Fig. 1: run 1, signal wires by layer
(2 px per µm) Two of the layers only.
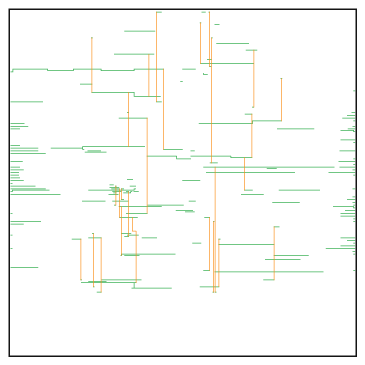
Fig. 2: run 1, zoomed window
Region (71, 106) to (101, 136) µm. Cells in grey, sequential cells in the stronger grey; small squares are vias.
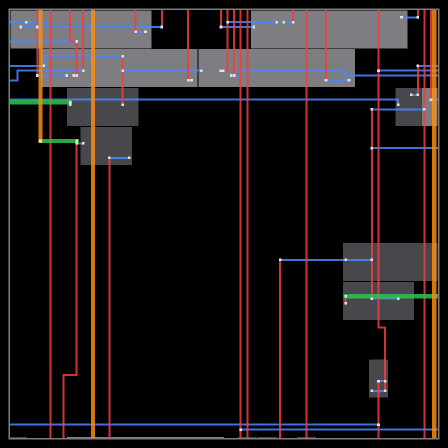
Fig. 3: run 1, track usage over the die
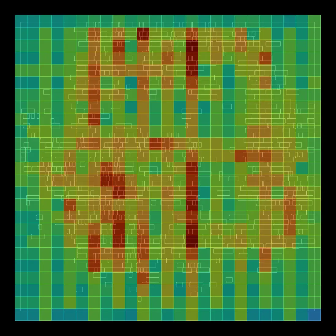
Fig. 4: run 1, M1 wires
(2 px per µm) Supply wires on this layer in grey.
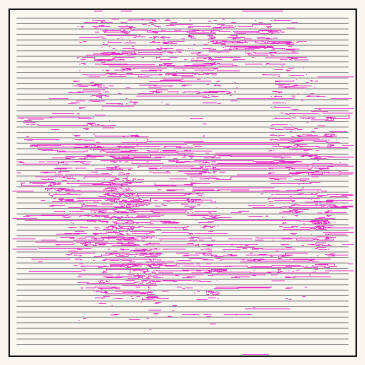
### config.mk
export PLATFORM = sky130hd
export DESIGN_NAME = exec_wb_arbiter
export DESIGN_NICKNAME = d
export VERILOG_FILES = /design/src/rtl/exec_wb_arbiter.sv
export SDC_FILE = /design/constraint.sdc
export NUM_CORES = 1
export LEC_CHECK = 0
export ABC_CLOCK_PERIOD_IN_PS = 4470
export CAP_MARGIN = 30
export CORE_MARGIN = 3
export CORE_UTILIZATION = 30
export CTS_BUF_LIST = sky130_fd_sc_hd__clkbuf_8
export CTS_CLUSTER_DIAMETER = 60
export DETAILED_ROUTE_END_ITERATION = 16
export DONT_BUFFER_PORTS = 1
export GPL_ROUTABILITY_DRIVEN = 0
export GPL_TIMING_DRIVEN = 0
export HOLD_SLACK_MARGIN = 0.1
export SETUP_SLACK_MARGIN = 0.3
export SLEW_MARGIN = 20
export SYNTH_ARGS = -nofsm -noshare
export SYNTH_HDL_FRONTEND = slang
export SYNTH_SLANG_ARGS = --single-unit
### constraint.sdc
create_clock -name clk -period 4.47 [get_ports clk]
set_input_delay 0.447 -clock clk [delete_from_list [all_inputs] [get_ports clk]]
set_output_delay 0.447 -clock clk [all_outputs]
set_load 0.1 [all_outputs]
### src/rtl/exec_wb_arbiter.sv
// Register-file write-port arbiter: ALU results win the port, FPU results bypass or queue in a
// small FIFO whose entries are squashed when a newer ALU write targets the same register.
module exec_wb_arbiter #(
  parameter int DEPTH = 4,
  parameter int AW    = 6,
  parameter int DW    = 32
) (
  input  logic                   clk,
  input  logic                   rst,
  input  logic [AW-1:0]          alu_addr,
  input  logic [DW-1:0]          alu_dd_val,
  input  logic [AW-1:0]          fpu_addr,
  input  logic [DW-1:0]          fpu_dd_val,
  output logic                   wb_en,
  output logic [AW-1:0]          wb_addr,
  output logic [DW-1:0]          wb_val,
  output logic [6:0]             is_busy,
  output logic [$clog2(DEPTH):0] fifo_cnt,
  output logic                   ovf
);

  localparam int PW = $clog2(DEPTH);
  localparam int CW = PW + 1;

  // Valid semantics: a stream presents a result in any cycle its address is non-zero; there is
  // no ready back-pressure, the scheduler is throttled through is_busy instead.
  logic [AW-1:0]    addr_q [DEPTH];
  logic [DW-1:0]    val_q  [DEPTH];
  logic [DEPTH-1:0] vld_q, vld_d;
  logic [PW-1:0]    rd_ptr_q, wr_ptr_q;
  logic [CW-1:0]    cnt_q, cnt_d;
  logic             wb_en_q, wb_en_d;
  logic [AW-1:0]    wb_addr_q, wb_addr_d;
  logic [DW-1:0]    wb_val_q, wb_val_d;
  logic [6:0]       is_busy_q, is_busy_d;
  logic             ovf_q, ovf_d;

  logic alu_v, fpu_v, empty, full, push, pop;

  assign alu_v = (alu_addr != '0);
  assign fpu_v = (fpu_addr != '0);
  assign empty = (cnt_q == '0);
  assign full  = (cnt_q == CW'(DEPTH));

  always_comb begin
    push      = 1'b0;
    pop       = 1'b0;
    ovf_d     = ovf_q;
    wb_en_d   = 1'b0;
    wb_addr_d = '0;
    wb_val_d  = '0;
    vld_d     = vld_q;
    if (alu_v) begin
      wb_en_d   = 1'b1;
      wb_addr_d = alu_addr;
      wb_val_d  = alu_dd_val;
      // Queued FPU results for this register are older than the ALU write: kill them.
      for (int i = 0; i < DEPTH; i++) begin
        if (addr_q[i] == alu_addr) vld_d[i] = 1'b0;
      end
      if (fpu_v && (fpu_addr != alu_addr)) begin
        if (full) ovf_d = 1'b1;
        else      push  = 1'b1;
      end
    end else if (!empty) begin
      pop = 1'b1;
      if (vld_q[rd_ptr_q]) begin
        wb_en_d   = 1'b1;
        wb_addr_d = addr_q[rd_ptr_q];
        wb_val_d  = val_q[rd_ptr_q];
      end
      push = fpu_v;
    end else if (fpu_v) begin
      wb_en_d   = 1'b1;
      wb_addr_d = fpu_addr;
      wb_val_d  = fpu_dd_val;
    end
    if (pop)  vld_d[rd_ptr_q] = 1'b0;
    if (push) vld_d[wr_ptr_q] = 1'b1;
    cnt_d     = cnt_q + CW'(push) - CW'(pop);
    // Stall one entry early so a result already in flight still finds a free slot.
    is_busy_d = (cnt_d >= CW'(DEPTH - 1)) ? 7'h7F : 7'h00;
  end

  always_ff @(posedge clk) begin
    if (rst) begin
      vld_q     <= '0;
      rd_ptr_q  <= '0;
      wr_ptr_q  <= '0;
      cnt_q     <= '0;
      wb_en_q   <= 1'b0;
      wb_addr_q <= '0;
      wb_val_q  <= '0;
      is_busy_q <= '0;
      ovf_q     <= 1'b0;
    end else begin
      vld_q     <= vld_d;
      rd_ptr_q  <= rd_ptr_q + PW'(pop);
      wr_ptr_q  <= wr_ptr_q + PW'(push);
      cnt_q     <= cnt_d;
      wb_en_q   <= wb_en_d;
      wb_addr_q <= wb_addr_d;
      wb_val_q  <= wb_val_d;
      is_busy_q <= is_busy_d;
      ovf_q     <= ovf_d;
    end
  end

  always_ff @(posedge clk) begin
    if (push) begin
      addr_q[wr_ptr_q] <= fpu_addr;
      val_q[wr_ptr_q]  <= fpu_dd_val;
    end
  end

  assign wb_en    = wb_en_q;
  assign wb_addr  = wb_addr_q;
  assign wb_val   = wb_val_q;
  assign is_busy  = is_busy_q;
  assign fifo_cnt = cnt_q;
  assign ovf      = ovf_q;

endmodule

==> reports/qor.yml, run 1 <==
largest_reg_flops: 128
wl_met2_um: 10700
ys.flops: 204
max_freq_mhz: 367
hold_depth: 2
design_area_mm2: 0.0105
yosys_warnings: 0
layout.area.comb_mm2: 0.00251
top_cells_by_area: "edfxtp_1 (55%), dfxtp_1 (12%), mux4_2 (11%)"
drtIter0Drc: 378
ctsResizeCount: 0
warnings: 27
irDropWorstVdd_v: 0.000616
seqPwrFrac_pct: 45.7
ys_top_logic_family: "multiplexers"
diodes: 0
placed_cells: 912
routed_via_density: 4.98
setup_viol_count_final: 0
synth_area_per_cell_um2: 16.1
pre_cts_ws_ns: 1.32
switching_share_pct: 34.5
p_switching_mw: 2.08
met2_usage_pct: 24.3
leakage_nw: 3.66
top_cells_by_count: "edfxtp_1 (152), nor2_1 (60), dfxtp_1 (52)"
coreArea_mm2: 0.0271
cts_tree: "yes"
reg2reg_from: "fifo_cnt[1]"
outcome: "finished clean"
synth_dominant_cell_count: "edfxtp_1"
drv_cap: 0
grt_pass1_wl_um: 33900
crit_arrival_ns: 2.93
die_y_um: 173
worstPathBufferInverterCount: 2
fin_util_pct: 38.7
yosysTopAreaCellShare_pct: 54.7
hp-class: "input pin to flop"
ys_sh_mux_pct: 10.7
clkTransAtPathRegs_ns: 0.06
layout_top_cells: "edfxtp_1 (152), dlygate4sd3_1 (62), nor2_1 (58), dfxtp_1 (52), clkbuf_8 (44)"
fin_crit_sh_pct: 60.9
drcViolationCount: 0
p_clk_mw: 1.70
synth_stat.cells: 517
cts_buffers: 37
dr.pass1.iters: 5
rsz0062_at_grt: "no"
ys.flop_type: "edfxtp_1"
area_growth_pct: 25.9
cp_max_fo: 15
r2r_setup_slack_ns: 1.75
top_register: "val_q"
synth.cellmix.compoundShare_pct: 9.26
cts_max_level: 2
cpMaxStageDelayCell: "dfxtp_1"
place_area_mm2: 0.00916
met1_length_um: 9220
cts.sinks: 204
report.power.total_mw: 6.04
required_ns: 4.68
setup_tns_ns: 0
grt_max_degree: 17
die_area_mm2: 0.0298
fa_ha_area_share_pct: 0.540
clock_path_buffers: 3
path_cells: "or3_1, clkbuf_1, and4_1, a31oi_4, nor2_4, buf_16"
cts_setup_buffers: 0
internal-power_mw: 3.96
clockRootBuffer: "clkbuf_8"
worst_pin_slew_ns: 1.03
drive_above_1_share_pct: 25.9
pwr-share-clk_pct: 28.1
grt_pass1_vias: 5627
edf_count: 152
power.density_mw_per_mm2: 575
ys_types: 37
pg_seq_mw: 2.76
seq_area_mm2: 0.00561
ys_seq_share_pct: 67.2
row_count: 60
setup_ws_ns: 1.75
netlist_instances: 517
cp_top_family: "simple AND/OR/NAND/NOR gates"
grt_overflow: 0
cp_slowest_stage_delay_ns: 0.53
powerComb_mw: 1.58
nNetsFinal: 722
clk_latency_ns: 0.52
met3_wirelength_um: 1440
fin_crit_ns: 2.72
drv_slew: 0
ys_sh_xor_pct: 3.47
cp-end-kind: "flop"
crit_type: "flop to flop"
ys_chip_area_mm2: 0.00834
ant_nets: 0
grt_use_met3_pct: 3.73
floorplan.nets: 598
io_buffers: 0
io_pins: 128
mappedNetlistArea_mm2: 0.00834
dp_hpwl_um: 14700
maxPowerGroup: "sequential cells"
worstSetupStartpointType: "flop"
die_w_um: 173
fin_cells: 1039
synth_area_leader_cell: "edfxtp_1"
synthArstFlopShare_pct: 0
initial_utilization_pct: 30.8
About Fig. 1:
orange -> metal 4  # wire length 766 µm
green -> metal 3  # wire length 1440 µm
GRT Util Overall: 14.7%
DR vias: 5171
final wirelength: 22100 µm
drt wl/cell: 21.3 µm

About Fig. 2:
green -> metal 3
blue -> metal 1
orange -> metal 4
red -> metal 2
most frequent = edfxtp_1 (4), clkbuf_8 (2)
sequential cells in the window = 4
cells with their middle in the window = 10
netlist names of flops here include = `val_q` (4)

About Fig. 3:
met1 Usage GRT: 18.6%
GR peak layer: met2

About Fig. 4:
wire length on this layer = 9220 µm
nets with wire on the layer = 670
longest straight run = 74.7 µm

==> run 1: cell type report <==
type	count	area share, %
flip-flops and latches	204	53.4
multi-input cells	266	23.9
repair buffers	85	9.00
clock buffers	44	5.77
well taps	372	4.43
plain buffers	44	2.32
clock inverters	21	1.07
inverters	3	0.107
==> run 1: how the worst max path moves through the flow <==
stage                               to  cells after the start        start  slack, ns
after floorplan           addr_q[0][0]                      4  fifo_cnt[1]      -0.39
after global placement    val_q[0][29]                      4  fifo_cnt[1]      -3.23
after detailed placement  val_q[0][29]                      9  alu_addr[5]       1.32
after CTS                  val_q[1][1]                      6  fifo_cnt[1]       1.77
after global routing      val_q[1][28]                      6  fifo_cnt[1]       1.67
final                     val_q[1][28]                      6  fifo_cnt[1]       1.75
## Run 2: what changed since run 1
--- a/config.mk
+++ b/config.mk
@@ -5,7 +5,7 @@
 export SDC_FILE = /design/constraint.sdc
 export NUM_CORES = 1
 export LEC_CHECK = 0
-export ABC_CLOCK_PERIOD_IN_PS = 4470
+export ABC_CLOCK_PERIOD_IN_PS = 2210
 export CAP_MARGIN = 30
 export CORE_MARGIN = 3
 export CORE_UTILIZATION = 30
==> constraint.sdc (replaced) <==
create_clock -name clk -period 2.21 [get_ports clk]
set_input_delay 0.221 -clock clk [delete_from_list [all_inputs] [get_ports clk]]
set_output_delay 0.221 -clock clk [all_outputs]
set_load 0.1 [all_outputs]
Fig. 5: run 2, track usage over the die
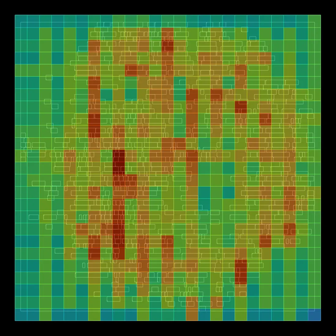
met3 GRT Util: 4.28%
Post-Route Utilization: 44.6%
drt wl/cell: 21.6 µm
GRT Util Overall: 15.5%

Fig. 6: run 2, signal wires by layer
(2 px per µm) Two of the layers only.
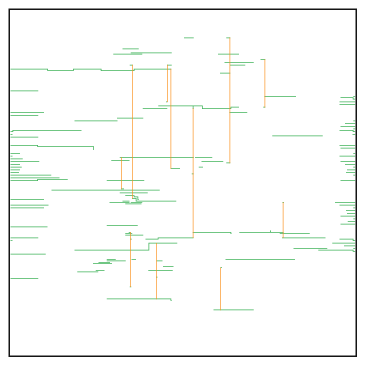
green -> metal 3  # wire length 1440 µm
orange -> metal 4  # wire length 395 µm
DR vias: 5342
final wirelength: 23800 µm

==> run 2 against run 1 <==
Largest power group unchanged. Non-clock buffer count rose by 67. Cell count rose by 6.4%. Critical path depth rose by 2. Combinational power rose to 3.4 times the previous value. Power rose by 140%. The run now ends with negative setup slack left. Sequential cell count did not move. Largest cell class unchanged. Global-route usage rose by 0.84 points. Die size did not move. Sequential power rose by 110%. Fmax rose by 22%.
==> reports/qor.yml, run 2 <==
edf_count: 152  # unchanged
outcome: "finished with violations"
dominant_cells: "registers"
ant_nets: 0  # unchanged
die_y_um: 173  # unchanged
path_cells: "or3_4, clkbuf_16, and4_4, a31oi_4, buf_6, nor2_4, buf_6, clkbuf_16"
hp-class: "input pin to flop"
placed_cells: 900  # -1.3%
leakage_nw: 4.21  # +15%
ys.flop_type: "edfxtp_1"
max_freq_mhz: 447  # +22%
report.power.total_mw: 14.3  # +140%
drive_above_1_share_pct: 35.2  # +9.3 points
largest_reg_flops: 128  # unchanged
p_clk_mw: 3.21  # +89%
switching_share_pct: 34.4  # -0.13 points
setup_tns_ns: -0.361  # -0.361 ns
diodes: 0  # unchanged
cp.depth: 8  # +2
cp_top_family: "simple AND/OR/NAND/NOR gates"
hold_depth: 2  # unchanged
required_ns: 2.47  # -2.21 ns
warnings: 29  # +7.4%
clkbuf_count: 41  # -6.8%
routed_via_density: 4.83  # -2.9%
synth_area_per_cell_um2: 16.1  # unchanged
netlist_instances: 517  # unchanged
fin_cells: 1105  # +6.4%
area_growth_pct: 45.0
synth_stat.cells: 517  # unchanged
fin_hold_ws_ns: 0.176
fin_crit_sh_pct: 101  # +40 points
ys_chip_area_mm2: 0.00834  # unchanged
seq_area_mm2: 0.00562  # +0.22%
clkTransAtPathRegs_ns: 0.06  # about the same
setup_viol_count_final: 17  # +17
clock_path_buffers: 3  # unchanged
setup_ws_ns: -0.0289  # -1.78 ns
grt_pass1_wl_um: 35900  # +6.0%
place_area_mm2: 0.00923  # +0.75%
pwr-share-clk_pct: 22.5  # -5.6 points
met3_wirelength_um: 1440  # -0.28%
met1_length_um: 9910  # +7.5%
busiest_layer: "met2"
clockRootBuffer: "clkbuf_8"
worstSetupStartpointType: "flop"
synth_dominant_cell_count: "edfxtp_1"
grt_overflow: 0  # unchanged
drcViolationCount: 0  # unchanged
die_area_mm2: 0.0298  # unchanged
endpoint: "val_q[3][1]"
buf_share_pct: 20.4  # +9.1 points
seq_share_pct: 46.5  # -6.9 points
violations: "negative setup slack"
clk_latency_ns: 0.51  # about the same
reg2reg_from: "fifo_cnt[2]"
worst_pin_slew_ns: 1.22  # +0.197 ns
coreArea_mm2: 0.0271  # unchanged
dr.pass1.iters: 5  # unchanged
ys_types: 37  # unchanged
initial_utilization_pct: 30.8  # unchanged
p_switching_mw: 4.90  # +140%
cts_buffers: 36  # -2.7%
seqPwrFrac_pct: 40.4  # -5.3 points
drv_cap: 0  # unchanged
die_w_um: 173  # unchanged
fin_crit_ns: 2.24  # -0.483 ns
internal-power_mw: 9.37  # +140%
row_count: 60  # unchanged
design_area_mm2: 0.0121  # +15%
top_cells_by_count: "edfxtp_1 (152), nor2_1 (60), dfxtp_1 (52)"
maxPowerGroup: "sequential cells"
pg_seq_mw: 5.77  # +110%
dp_hpwl_um: 14800  # +0.33%
cp_slowest_stage_delay_ns: 0.47  # -0.06 ns
synthArstFlopShare_pct: 0  # unchanged
grt_pass1_vias: 5863  # +4.2%
top_cells_by_area: "edfxtp_1 (55%), dfxtp_1 (12%), mux4_2 (11%)"
crit_start: "fifo_cnt[2]"
yosys_warnings: 0  # unchanged
min_from: "rst"
cts.sinks: 204  # unchanged
ys.flops: 204  # unchanged
layout.area.comb_mm2: 0.00287  # +14%
cp-end-kind: "flop"
flops: 204  # unchanged
synth_area_leader_cell: "edfxtp_1"
worstPathBufferInverterCount: 4  # +2
comb.multi_input.count: 266  # unchanged
io_buffers: 0  # unchanged
crit_arrival_ns: 2.50  # -0.43 ns
drv_slew: 0  # unchanged
io_pins: 128  # unchanged
cts_tree: "yes"
irDropWorstVdd_v: 0.00120  # +95%
comb_share_pct: 23.7  # -0.16 points
cts_max_level: 2  # unchanged
floorplan.nets: 598  # unchanged
power.density_mw_per_mm2: 1180  # +110%
cp_max_fo: 5  # -10
wl_met2_um: 12100  # +13%
inv_count: 3  # unchanged
rsz0062_at_grt: "yes"
tap_cells: 372  # unchanged
final-clk-cell-share_pct: 5.49  # -1.3 points
top_register: "val_q"
Fig. 7: run 2, M1 wires
(2 px per µm) Supply wires on this layer in grey.
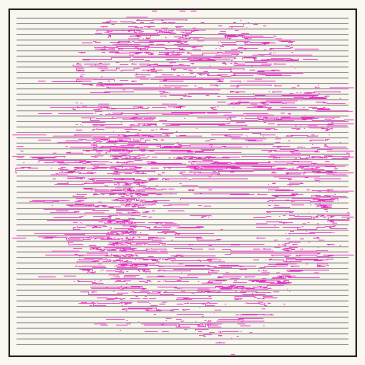
main direction = horizontal
nets with wire on the layer = 733
longest straight run = 49.2 µm
met1 Usage GRT: 19.5%

-- run 2: repair_timing --
item | 4_1_cts | 5_1_grt
pin swaps | 70 | 14
endpoints found under the setup margin | 195 | 189
hold buffers | 77 | 0
gates resized | 78 | 40
setup buffers | 39 | 11
endpoints found under the hold margin | 193 | 0
cloned | 10 | 3
-- run 2: kinds of logic after synthesis --
kind of cell / count (synthesis) / share of synthesized area, %
flip-flops: 204 / 67.2
AND/OR/NAND/NOR: 107 / 5.79
AND-OR/OR-AND: 83 / 9.26
buffers and inverters: 47 / 3.06
multiplexers: 40 / 10.7
XOR/XNOR: 33 / 3.47
adder cells (fa/ha/maj): 3 / 0.540
## Run 3: what changed since run 2
--- a/config.mk
+++ b/config.mk
@@ -5,6 +5,7 @@
 export SDC_FILE = /design/constraint.sdc
 export NUM_CORES = 1
 export LEC_CHECK = 0
+export ABC_AREA = 1
 export ABC_CLOCK_PERIOD_IN_PS = 2210
 export CAP_MARGIN = 30
 export CORE_MARGIN = 3
Fig. 8: run 3, gate-type map
(3 px per µm)
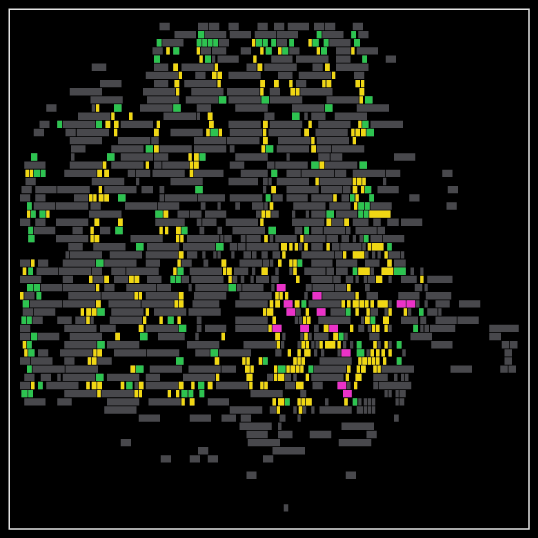
magenta -> xor and xnor cells  # cells 13, most used xnor2_1, where centre
green -> aoi and oai cells  # cells 120, most used o21ai_0, where widely spread
yellow -> nand cells  # cells 281, most used nand2_1
Comb area share: 21.4%
Commonest Layout Cell: nand2_1

Fig. 9: run 3, M1 wires
(2 px per µm) Supply wires on this layer in grey.
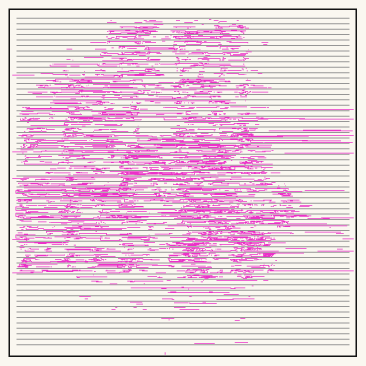
share of all routed wire = 42%
nets with wire on the layer = 927
wire length on this layer = 10900 µm
main direction = horizontal
longest straight run = 58.9 µm
DR vias: 6554
final wirelength: 26200 µm

==> run 3 against run 2 <==
The run now ends clean. Highest routed layer unchanged. Sequential cell count stayed put. Clock power about the same. Largest cell class unchanged. Fmax increased by 2.6%. Cell count is 20% higher. Final area down 8.1%. Synthesized area hardly changed. Hold slack worse by 0.061 ns. Worst setup slack gained 0.057 ns. First-iteration DRC count increased by 61%.
==> reports/qor.yml, run 3 <==
drv_cap: 0  # unchanged
cp_max_fo: 4  # -1
rsz0062_at_grt: "yes"
hold_depth: 3  # +1
clkTransAtPathRegs_ns: 0.06  # about the same
leakage_nw: 4.19  # -0.45%
coreArea_mm2: 0.0272  # +0.28%
ys.flop_type: "edfxtp_1"
outcome: "finished clean"
clock_path_buffers: 3  # unchanged
cts_max_level: 2  # unchanged
gr-usage-met1_pct: 22.1  # +2.6 points
clockRootBuffer: "clkbuf_8"
grt_pass1_vias: 6608  # +13%
path_cells: "nor2_1, nand2_1, nand2_1, inv_1, nand3_2, a21boi_2, ha_2, inv_2, fa_1, nor2_2, nand2_1, o21ai_1"
worstPathBufferInverterCount: 2  # -2
met1_length_um: 10900  # +10%
edf_count: 152  # unchanged
warnings: 29  # unchanged
design_area_mm2: 0.0111  # -8.1%
holdPathEnd: "wb_addr[0]"
reg2reg_from: "fifo_cnt[0]"
switching_share_pct: 35.9  # +1.6 points
die_w_um: 173  # about the same
place_area_mm2: 0.00901  # -2.4%
clk_latency_ns: 0.53  # +0.02 ns
hp-class: "input pin to flop"
cp-end-kind: "flop"
synth_area_per_cell_um2: 10.9  # -32%
setup_viol_count_final: 0  # -17
irDropWorstVdd_v: 0.000415  # -66%
met3_wirelength_um: 2470  # +72%
largest_reg_flops: 128  # unchanged
power.density_mw_per_mm2: 1130  # -4.5%
crit_arrival_ns: 2.57  # +0.07 ns
synth_stat.cells: 762  # +47%
fin_cells: 1325  # +20%
cts.sinks: 204  # unchanged
die_y_um: 173  # about the same
layout_top_cells: "nand2_1 (184), edfxtp_1 (152), nand3_1 (77), dlygate4sd3_1 (76), inv_1 (51)"
dr.pass1.iters: 6  # +1
synthArstFlopShare_pct: 0  # unchanged
pg_seq_mw: 5.62  # -3%
seqPwrFrac_pct: 44.9  # +4.5 points
grt_overflow: 0  # unchanged
fin_hold_ws_ns: 0.116  # -0.0608 ns
met2_usage_pct: 26.6
floorplan.nets: 843  # +41%
die_area_mm2: 0.0298  # about the same
drtIter0Drc: 639
setup_ws_ns: 0.0284  # +0.0573 ns
internal-power_mw: 8.02  # -14%
top_cells_by_count: "nand2_1 (189), edfxtp_1 (152), nand3_1 (77)"
drcViolationCount: 0  # unchanged
ys_seq_share_pct: 67.2
io_pins: 128  # unchanged
placed_cells: 1141  # +27%
skew_ns: 0.0231
ys_types: 32  # -14%
pre_cts_ws_ns: -0.360
cp_slowest_stage_delay_ns: 0.57  # +0.10 ns
synth_dominant_cell_count: "nand2_1"
max_freq_mhz: 458  # +2.6%
worstSetupStartpointType: "flop"
busiest_layer: "met2"
pwr-share-clk_pct: 25.6  # +3.1 points
drive_above_1_share_pct: 17.9  # -17 points
endpoint: "is_busy[5]"
grt_pass1_wl_um: 39000  # +8.7%
setup_tns_ns: 0  # +0.361 ns
top_register: "val_q"
ys.flops: 204  # unchanged
report.power.total_mw: 12.5  # -12%
ctsResizeCount: 20  # -74%
synth_area_leader_cell: "edfxtp_1"
cts_tree: "yes"
fill_cells: 2613
cp_top_family: "adder cells"
fin_crit_ns: 2.18  # -0.0573 ns
ctsHoldBuffers: 76  # -1.3%
cp.depth: 12  # +4
ys_chip_area_mm2: 0.00834  # about the same
maxPowerGroup: "sequential cells"
slew_headroom_pct: 32.7
top_cells_by_area: "edfxtp_1 (55%), dfxtp_1 (12%), nand2_1 (8.5%)"
io_buffers: 0  # unchanged
grt_use_met3_pct: 4.17  # -0.11 points
netlist_instances: 762  # +47%
dp_hpwl_um: 15600  # +5.3%
drv_slew: 0  # unchanged
row_count: 60  # unchanged
nNetsFinal: 1005
required_ns: 2.60  # +0.13 ns
wl_met2_um: 11900  # -1.5%
p_clk_mw: 3.21  # about the same
crit_top_cell: "nand2_1"
initial_utilization_pct: 30.7  # -0.067 points
cts_setup_buffers: 22  # -44%
crit_start: "fifo_cnt[0]"
fin_crit_sh_pct: 98.7  # -2.6 points
fin_util_pct: 40.9  # -3.7 points
ant_nets: 0  # unchanged
yosys_warnings: 0  # unchanged
worst_pin_slew_ns: 1.01  # -0.216 ns
routed_via_density: 4.95  # +2.3%
area_growth_pct: 33.1
min_from: "alu_addr[0]"
p_switching_mw: 4.50  # -8.2%
hold_viol_final: 0
cts_buffers: 35  # -2.8%
Fig. 10: run 3, signal wires by layer
(2 px per µm) Two of the layers only.
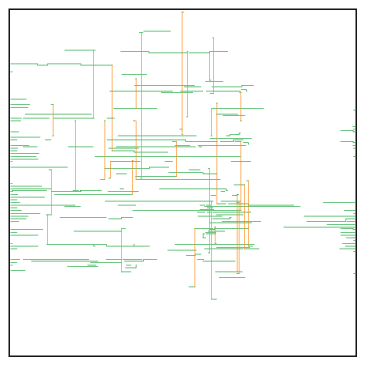
orange -> metal 4  # wire length 891 µm
green -> metal 3  # wire length 2470 µm
GRT Util Overall: 16.7%
drt wl/cell: 19.8 µm

[run 3: cells by family (layout without fill, tap and decap cells)]
logic type,Yosys count,in the layout,share of synthesized area [%]
other cells,0,2,0
fa+ha+maj,3,3,0.540
flops,204,204,67.2
simple gates,330,330,17.2
xor+xnor,13,13,1.36
buf+inv,92,281,5.01
compound gates,120,120,8.73
[run 3: cell type report]
class                      count  area [µm²]  area share [%]
tap                          372         465            4.19
timing repair inverter         2        15.0           0.135
antenna                        2        5.00          0.0451
inverter                      44         183            1.64
sequential                   204        5620            50.6
clock buffer                  40         551            4.96
buffer                        48         282            2.53
clock inverter                24         114            1.03
timing repair buffer         123        1500            13.5
multi-input combinational    466        2370            21.4
Power figures rest on the tool's default switching activity, not on a simulated workload.
